[src/rtl/mem_sram_ctrl_pkg.sv]
// Shared types and constants for the memory-stage SRAM controller.
package mem_sram_ctrl_pkg;

   typedef enum logic [2:0] {
      IDLE  = 3'd0,
      WR_LO = 3'd1,
      WR_HI = 3'd2,
      RD_LO = 3'd3,
      RD_HI = 3'd4,
      DONE  = 3'd5
   } state_e;

   localparam logic PH_LO = 1'b0;
   localparam logic PH_HI = 1'b1;
   localparam int SRAM_DW = 16;

   function automatic logic phase_of(state_e s);
      return ((s == WR_HI) || (s == RD_HI)) ? PH_HI : PH_LO;
   endfunction

endpackage

[src/rtl/mem_sram_ctrl_wait_counter.sv]
// Wait-state counter: counts 0..max-1 and wraps, flags the final cycle of a phase.
module sram_wait_counter
   import mem_sram_ctrl_pkg::*;
#(
   parameter int CNT_W = 2
) (
   input  logic             clk,
   input  logic             rst,
   input  logic             clear,
   input  logic [CNT_W-1:0] max,
   output logic [CNT_W-1:0] cnt,
   output logic             last
);

   logic [CNT_W-1:0] cnt_q, cnt_d;

   assign last = (cnt_q == (max - CNT_W'(1)));
   assign cnt  = cnt_q;

   always_comb begin
      cnt_d = cnt_q + CNT_W'(1);
      if (clear || last) cnt_d = '0;
   end

   always_ff @(posedge clk) begin
      if (!rst) cnt_q <= '0;
      else      cnt_q <= cnt_d;
   end

endmodule

[src/rtl/mem_sram_ctrl.sv]
// Splits a 32-bit pipeline load/store into two timed 16-bit SRAM accesses,
// stalling the pipeline via ready while the access is in flight.
module mem_sram_ctrl
   import mem_sram_ctrl_pkg::*;
#(
   parameter int          WAIT_CYCLES = 3,
   parameter int          ADDR_W      = 18,
   parameter logic [31:0] BASE_ADDR   = 32'd1024
) (
   input  logic               clk,
   input  logic               rst,
   input  logic               memReadEn,
   input  logic               memWriteEn,
   input  logic [31:0]        address,
   input  logic [31:0]        writeData,
   output logic               ready,
   output logic [31:0]        readData,
   output logic [ADDR_W-1:0]  sramAddr,
   output logic [SRAM_DW-1:0] sramDqOut,
   input  logic [SRAM_DW-1:0] sramDqIn,
   output logic               sramDqOe,
   output logic               sramWeN
);

   localparam int CNT_W = $clog2(WAIT_CYCLES + 1);

   state_e             state_q, state_d;
   logic [ADDR_W-1:0]  sram_addr_q, sram_addr_d;
   logic [SRAM_DW-1:0] dq_out_q, dq_out_d;
   logic [SRAM_DW-1:0] low_q, low_d;
   logic               dq_oe_q, dq_oe_d;
   logic               we_n_q, we_n_d;
   logic [31:0]        read_data_q, read_data_d;
   logic [31:0]        off;
   logic [ADDR_W-2:0]  word;
   logic               last, clear;
   logic [CNT_W-1:0]   cnt_unused;
   logic               unused_off;

   assign off        = address - BASE_ADDR;
   assign word       = off[ADDR_W:2];
   assign unused_off = ^{off[31:ADDR_W+1], off[1:0]};

   // Any state change restarts the phase timer.
   assign clear = (state_d != state_q);

   sram_wait_counter #(.CNT_W(CNT_W)) u_wait (
      .clk   (clk),
      .rst   (rst),
      .clear (clear),
      .max   (CNT_W'(WAIT_CYCLES)),
      .cnt   (cnt_unused),
      .last  (last)
   );

   always_comb begin
      state_d = state_q;
      case (state_q)
         IDLE:    if (memWriteEn) state_d = WR_LO;
                  else if (memReadEn) state_d = RD_LO;
         WR_LO:   if (last) state_d = WR_HI;
         WR_HI:   if (last) state_d = DONE;
         RD_LO:   if (last) state_d = RD_HI;
         RD_HI:   if (last) state_d = DONE;
         default: state_d = IDLE;
      endcase

      // Pin values are registered from the next state so they track state exactly.
      sram_addr_d = '0;
      dq_out_d    = '0;
      dq_oe_d     = 1'b0;
      we_n_d      = 1'b1;
      case (state_d)
         WR_LO, WR_HI: begin
            sram_addr_d = {word, phase_of(state_d)};
            dq_out_d    = (phase_of(state_d) == PH_HI) ? writeData[31:16] : writeData[15:0];
            dq_oe_d     = 1'b1;
            we_n_d      = 1'b0;
         end
         RD_LO, RD_HI: sram_addr_d = {word, phase_of(state_d)};
         default: ;
      endcase

      low_d       = low_q;
      read_data_d = read_data_q;
      if (state_q == RD_LO && last) low_d = sramDqIn;
      if (state_q == RD_HI && last) read_data_d = {sramDqIn, low_q};
   end

   always_ff @(posedge clk) begin
      if (!rst) begin
         state_q     <= IDLE;
         sram_addr_q <= '0;
         dq_out_q    <= '0;
         dq_oe_q     <= 1'b0;
         we_n_q      <= 1'b1;
         low_q       <= '0;
         read_data_q <= '0;
      end else begin
         state_q     <= state_d;
         sram_addr_q <= sram_addr_d;
         dq_out_q    <= dq_out_d;
         dq_oe_q     <= dq_oe_d;
         we_n_q      <= we_n_d;
         low_q       <= low_d;
         read_data_q <= read_data_d;
      end
   end

   assign ready     = (state_q == DONE) || (state_q == IDLE && !memReadEn && !memWriteEn);
   assign readData  = read_data_q;
   assign sramAddr  = sram_addr_q;
   assign sramDqOut = dq_out_q;
   assign sramDqOe  = dq_oe_q;
   assign sramWeN   = we_n_q;

endmodule

[config.mk]
export PLATFORM = sky130hd
export DESIGN_NAME = mem_sram_ctrl
export DESIGN_NICKNAME = d
export VERILOG_FILES = /design/src/rtl/mem_sram_ctrl_pkg.sv /design/src/rtl/mem_sram_ctrl_wait_counter.sv /design/src/rtl/mem_sram_ctrl.sv
export SDC_FILE = /design/constraint.sdc
export NUM_CORES = 1
export LEC_CHECK = 0
export CORE_MARGIN = 4
export CORE_UTILIZATION = 42
export CTS_CLUSTER_SIZE = 16
export DETAILED_ROUTE_END_ITERATION = 7
export PLACE_DENSITY = 0.89
export SKIP_CTS_REPAIR_TIMING = 1
export SLEW_MARGIN = 0
export SYNTH_ARGS = -nofsm -noshare
export SYNTH_HDL_FRONTEND = slang
export SYNTH_SLANG_ARGS = --single-unit
[constraint.sdc]
create_clock -name clk -period 1.8 [get_ports clk]
set_input_delay 0.27 -clock clk [delete_from_list [all_inputs] [get_ports clk]]
set_output_delay 0.27 -clock clk [all_outputs]
set_load 0.1 [all_outputs]
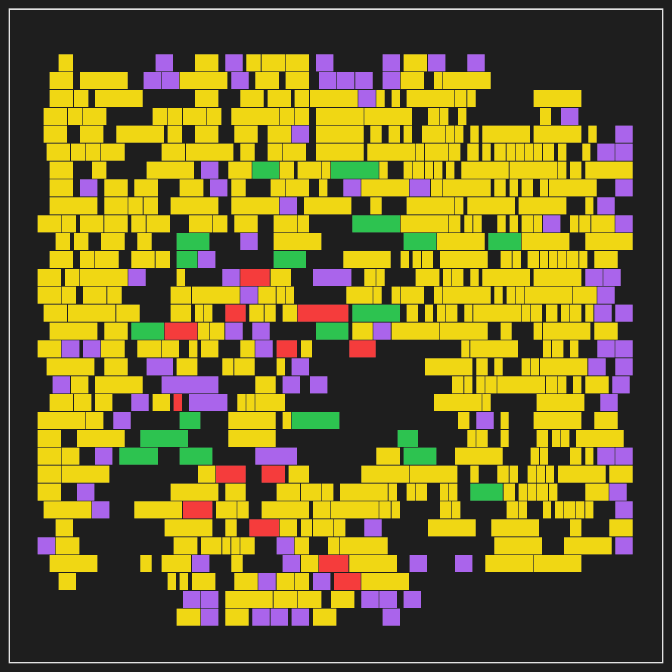
Figure 1: run 1, cell sizes after repair.
size	color	cells	share	most used
drive 1 or less	yellow	415	77%	nand2_1
drive 3 to 4	purple	90	17%	buf_4
drive 6 and up	green	19	3.5%	clkbuf_8
drive 2	red	13	2.4%	a22oi_2

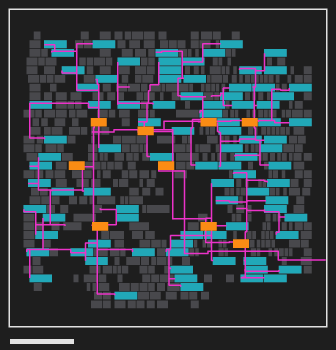
Figure 2: run 1, clock distribution.
The bar under the picture is 20 um long.
[clock wires] magenta | length: 981 um
[flip-flops] cyan | count: 89
[cells driving clock nets] orange | count: 9
flops lie	widely spread

==> run summary, run 1 <==
# IOs = 153
Fin. Hold Viols = 0
Signal buffers = 156
Slew HR = 67.0%
Critical R2R Launch = u_wait.cnt[0]$_SDFF_PP0_
Crit-path max cell delay = 0.39 ns
CP startpoint kind = register
Area after DPL = 4870 um2
Comb gates = 269
Area grow syn2layout = 46.3%
Non-Clock Buffer Area Fraction = 27.5%
Worst path cell trace = buf_4 > inv_2 > mux2i_2 > nor2_4 > buf_12
Die area = 9830 um2
Final setup fails = 0
Syn avg cell area = 8.70 um2
FP Core Util = 44.2%
Combinational share of cell area = 30.7%
MUX share of area = 4.88%
Pin count of the biggest net entering global routing = 51
Residual DRC count = 0
Hold WC Path Type = reg2reg
Unique cell types = 44
WHS Path Cells = 1
Syn_nets = 487
DR iter-0 viols = 73
H-tree levels = 3
WHS = 0.426 ns
Critical path's slowest cell = dfxtp_4
Crit Path Max Fanout = 12
Fin Clk Skew = 0.00969 ns
Area leader share = 51.1%
Cycle use final = 96.3%
Chip height = 99.1 um
Rows = 32
Syn Std Cell Area = 3490 um2
Clk tree area frac = 3.80%
Crit path arrival time = 1.46 ns
PortBufs = 137
Logic family by area = simple AND/OR/NAND/NOR gates
Fill count = 636
ANT cells = 0
Chip Width = 99.1 um
Seq area share = 35.0%
Top cells by area = dfxtp_1 51%, nand2_1 11%, a21oi_1 7.7%
Status = finished clean
Synth top cell by count = nand2_1
Aggregate global routing overflow = 0
Tool warning count = 42
Fraction of layout cells with a size suffix above 1 = 22.7%
CTS sink cnt = 89
Logic area = 1570 um2
XOR Share, Synth = 1.00%
Invs w/o clock = 7
CTS tree = yes
Vias in the first global route = 3128
Wirelength per Cell = 14.2 um
Unrepaired setup endpoints after global routing = yes
Top cells by count = 98 x nand2_1, 89 x dfxtp_1, 54 x a21oi_1
Register area = 1790 um2
Number of max-cap violations = 0
Antenna-violating nets left = 0
Flops & latches, synth = 89
1st-pass router iterations = 4
Total number of vias = 3298
CTS Root Cell = clkbuf_8
CP delay by family, top = buffers and inverters
HP Start = u_wait.cnt[0]$_SDFF_PP0_
NumNets Final = 618
Post-synth EDFFs = 0
Antenna violations before repair = 0
Ys Warns = 0
Crit path buf inv count = 3
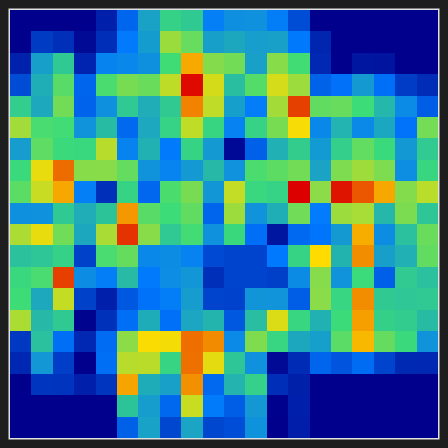
Figure 3: run 1, wiring heat map.
20 x 20 tiles, from dark blue (low) to red (high), scaled to the fullest tile. Values are wire area over tile area, all layers added.
mean over tiles	0.15
fullest tile	0.43
nearly empty tiles	13%
tiles over half the peak	27%

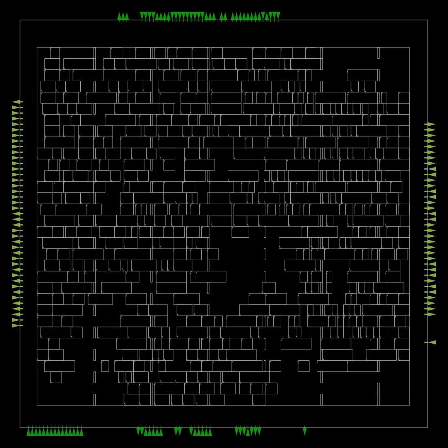
Figure 4: run 1, cell placement.
Flops: 89
TAP cells: 102
core area: 7890 um2

[run 1: worst max path at each step]
stage	to	cells past startpoint	slack, ns
2_1_floorplan	ready	5	0.12
3_3_place_gp	sramAddr[17]$_SDFF_PN0_	4	-0.04
3_5_place_dp	sramAddr[15]$_SDFF_PN0_	4	-0.05
4_1_cts	ready	5	-0.17
5_1_grt	ready	5	-0.01
6_report	ready	5	0.07
[run 1: metrics by stage]
step,instances,setup WS (ns)
after global placement,622,-0.0419
after global routing,639,-0.0147
after floorplan,401,0.120
after detailed placement,622,-0.0497
after CTS,638,-0.167
final,639,0.0665
[run 1: sequential cells by signal, summed over array words and instances, names as in the netlist]
| signal | cells |
|---|---|
| u_wait.cnt | 2 |
| readData | 32 |
| sramDqOut | 16 |
| sramAddr | 18 |
| sramDqOe | 1 |
| sramWeN | 1 |
| low_q | 16 |
| state_q | 3 |
[run 1: cells by family after synthesis]
kind of cell             Yosys count
AND-OR/OR-AND                     81
flip-flops                        89
AND/OR/NAND/NOR                  164
multiplexers                      17
XOR/XNOR                           4
adder cells (fa/ha/maj)            2
buffers and inverters             44
[run 1: placed cells by master, fill, tap and decap left out, types with 5 or more instances in the layout]
cell             instances
inv_1                    5
dfxtp_1                 87
clkdlybuf4s50_1         68
a22oi_2                  5
clkbuf_8                 9
buf_12                   5
nand2_1                 98
nor2_1                   8
a21boi_0                 6
nand4_1                 32
mux2i_1                 16
buf_4                   83
a21oi_1                 54
[run 1: per-layer routing]
metal	share of wire [%]	track usage [%]	vias up
met5	0	0	-
met4	1.7	6.30	0
met3	8.5	6.94	16
met2	50	30.6	112
met1	40	20.1	1517
li1	-	-	1653
[run 1: report_power, final]
part	switching, uW	total (uW)	internal (uW)
clock	776	1320	540
sequential	46.7	2120	2070
combinational	979	1400	418
total	1800	4830	3030
## Run 2: what changed since run 1
CORE_UTILIZATION = 35   (was 42)
PLACE_DENSITY = 0.78   (was 0.89)
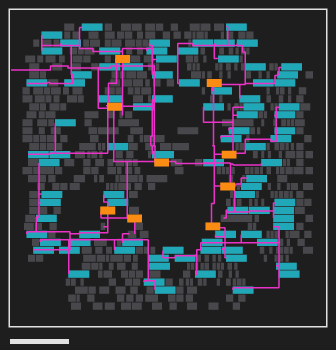
Figure 5: run 2, clock distribution.
The bar under the picture is 20 um long.
[clock wires] magenta | length: 1020 um
[flip-flops] cyan | count: 89
[cells driving clock nets] orange | count: 9
flops lie	widely spread

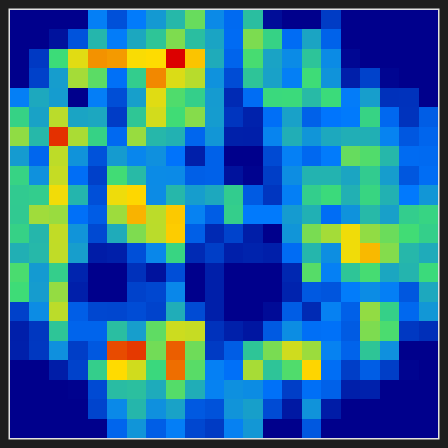
Figure 6: run 2, wiring heat map.
22 x 22 tiles, from dark blue (low) to red (high), scaled to the fullest tile. Values are wire area over tile area, all layers added.
fullest tile	0.44
tiles over half the peak	17%
nearly empty tiles	17%
mean over tiles	0.13

==> run 2 against run 1 <==
Critical path depth unchanged. Synthesized cell count stayed put. Cell count rose by 4.5%. Setup slack got worse by 0.022 ns. Clock power grew about 10%. Worst hold slack lost 0.0075 ns. Combinational power about the same. Register-to-register slack got worse by 0.05 ns.
==> run summary, run 2 <==
DR WL met3 = 603 um (-22%)
Fill count = 931 (+46%)
Worst path cell trace = buf_4 > inv_2 > mux2i_2 > nor2_4 > buf_12
Syn Std Cell Area = 3490 um2 (unchanged)
Area leader share = 51.1% (unchanged)
Highest metal used = met4
1st-pass router iterations = 4 (unchanged)
Max Freq = 0.570 GHz
Core area = 9730 um2 (+23%)
Flops & latches, synth = 89 (unchanged)
CTS Root Cell = clkbuf_8
Max reg flops = 32 (unchanged)
Residual DRC count = 0 (unchanged)
Chip height = 108 um (+8.8%)
Hold WC Path Type = reg2reg
# IOs = 153 (unchanged)
Comb power frac = 28.4% (-0.5 points)
WP depth = 5 (unchanged)
Unrepaired setup endpoints after global routing = yes
Top cells by count = 98 x nand2_1, 89 x dfxtp_1, 54 x a21oi_1
Clock group power = 1450 uW (+10%)
Area after DPL = 4920 um2 (+1.1%)
Cycle use final = 97.5% (+1.2 points)
Pin count of the biggest net entering global routing = 51 (unchanged)
WHS = 0.418 ns (-0.00754 ns)
Pwr top = registers
Inst Count DP = 653 (+5.0%)
DR iter-0 viols = 151 (+110%)
Fin Clk Skew = 0.0102 ns (+0.000510 ns)
Grt met1 use = 17.5% (-2.6 points)
Tool warning count = 42 (unchanged)
Met2 WL = 4590 um (+2.3%)
Unique cell types = 44 (unchanged)
Area grow syn2layout = 47.9%
Met3 GRT Util = 4.80% (-2.1 points)
Seq group = 2120 uW (about the same)
Syn_nets = 487 (unchanged)
Switching share of power = 34.2% (-3.1 points)
Worst setup endpoint = ready
WHS Path Cells = 1 (unchanged)
Combinational cell power = 1420 uW (about the same)
Top cells by area = dfxtp_1 51%, nand2_1 11%, a21oi_1 7.7%
Status = finished clean
ANT cells = 0 (unchanged)
CTS tree = yes
Clock Power Share = 29.0% (+1.8 points)
PortBufs = 137 (unchanged)
Final setup fails = 0 (unchanged)
FP Core Util = 35.9% (-8.4 points)
Most instantiated logic cell after routing = nand2_1
Critical path's slowest cell = dfxtp_4
Cell internal pwr = 3280 uW (+8.3%)
CP startpoint kind = register
CP delay by family, top = buffers and inverters
Synth top cell by count = nand2_1
CTS sink cnt = 89 (unchanged)
NetSw = 1700 uW (-5.5%)
Fraction of layout cells with a size suffix above 1 = 22.2% (-0.48 points)
Antenna-violating nets left = 0 (unchanged)
Fin. Hold Viols = 0 (unchanged)
Critical R2R Launch = u_wait.cnt[0]$_SDFF_PP0_
Chip Width = 108 um (+8.8%)
GR Layer Usage met2 = 26.4% (-4.2 points)
Crit-path max cell delay = 0.39 ns (about the same)
Gr busiest metal = met2
Total number of vias = 3281 (-0.52%)
Rows = 36 (+13%)
Crit Path Max Fanout = 11 (-1)
Slew HR = 67.2% (+0.19 points)
H-tree levels = 3 (unchanged)
Vias in the first global route = 3190 (+2.0%)
Post-Layout Cell Count = 668 (+4.5%)
Most frequent cells in the layout = 98 x nand2_1, 87 x dfxtp_1, 82 x buf_4
## run 2: cell counts after synthesis
No cell type changed its count.
## run 2: final cells by class
cell class              count  area (um2)  area share (%)
inverters                   7        26.3           0.509
multi-input cells         268        1560            30.1
well taps                 133         166            3.23
clock inverters             5        81.3            1.58
repair buffers            156        1420            27.4
flip-flops and latches     89        1790            34.6
clock buffers              10         128            2.47
## run 2: cells by family (layout without fill, tap and decap cells)
family	count (synthesis)	count (layout)	synth area share, %
and+or+nand+nor	164	164	22.5
adders and majority gates	2	2	0.717
AOI/OAI and AO/OA	81	81	14.2
muxes	17	17	4.88
buffers and inverters	44	178	5.70
DFF	89	89	51.1
xor gates and xnor gates	4	4	1.00
## run 2: worst reg2reg max path: stages (launching register included)
cell and delay (ns):
dfxtp_1 0.34, inv_1 0.05, ha_1 0.19, or3b_1 0.39, a211o_4 0.44, a21boi_0 0.21
## run 2: worst min path at each step
stage / from / endpoint / slack, ns
after floorplan: address[10] / sramAddr[9]$_SDFF_PN0_ / 0.34
after detailed placement: u_wait.cnt[0]$_SDFF_PP0_ / u_wait.cnt[0]$_SDFF_PP0_ / 0.41
after global placement: u_wait.cnt[0]$_SDFF_PP0_ / u_wait.cnt[0]$_SDFF_PP0_ / 0.41
after CTS: u_wait.cnt[0]$_SDFF_PP0_ / u_wait.cnt[0]$_SDFF_PP0_ / 0.42
final: u_wait.cnt[0]$_SDFF_PP0_ / u_wait.cnt[0]$_SDFF_PP0_ / 0.42
after global routing: u_wait.cnt[0]$_SDFF_PP0_ / u_wait.cnt[0]$_SDFF_PP0_ / 0.44
## run 2: per-stage QoR
step / worst slack, ns / setup TNS (ns)
finish: 0.0449 / 0
global route: -0.0417 / -0.0417
CTS: -0.192 / -0.384
detailed placement: -0.118 / -0.719
global placement: -0.0450 / -0.141
floorplan: 0.120 / 0
Power and IR drop assume default switching activity.
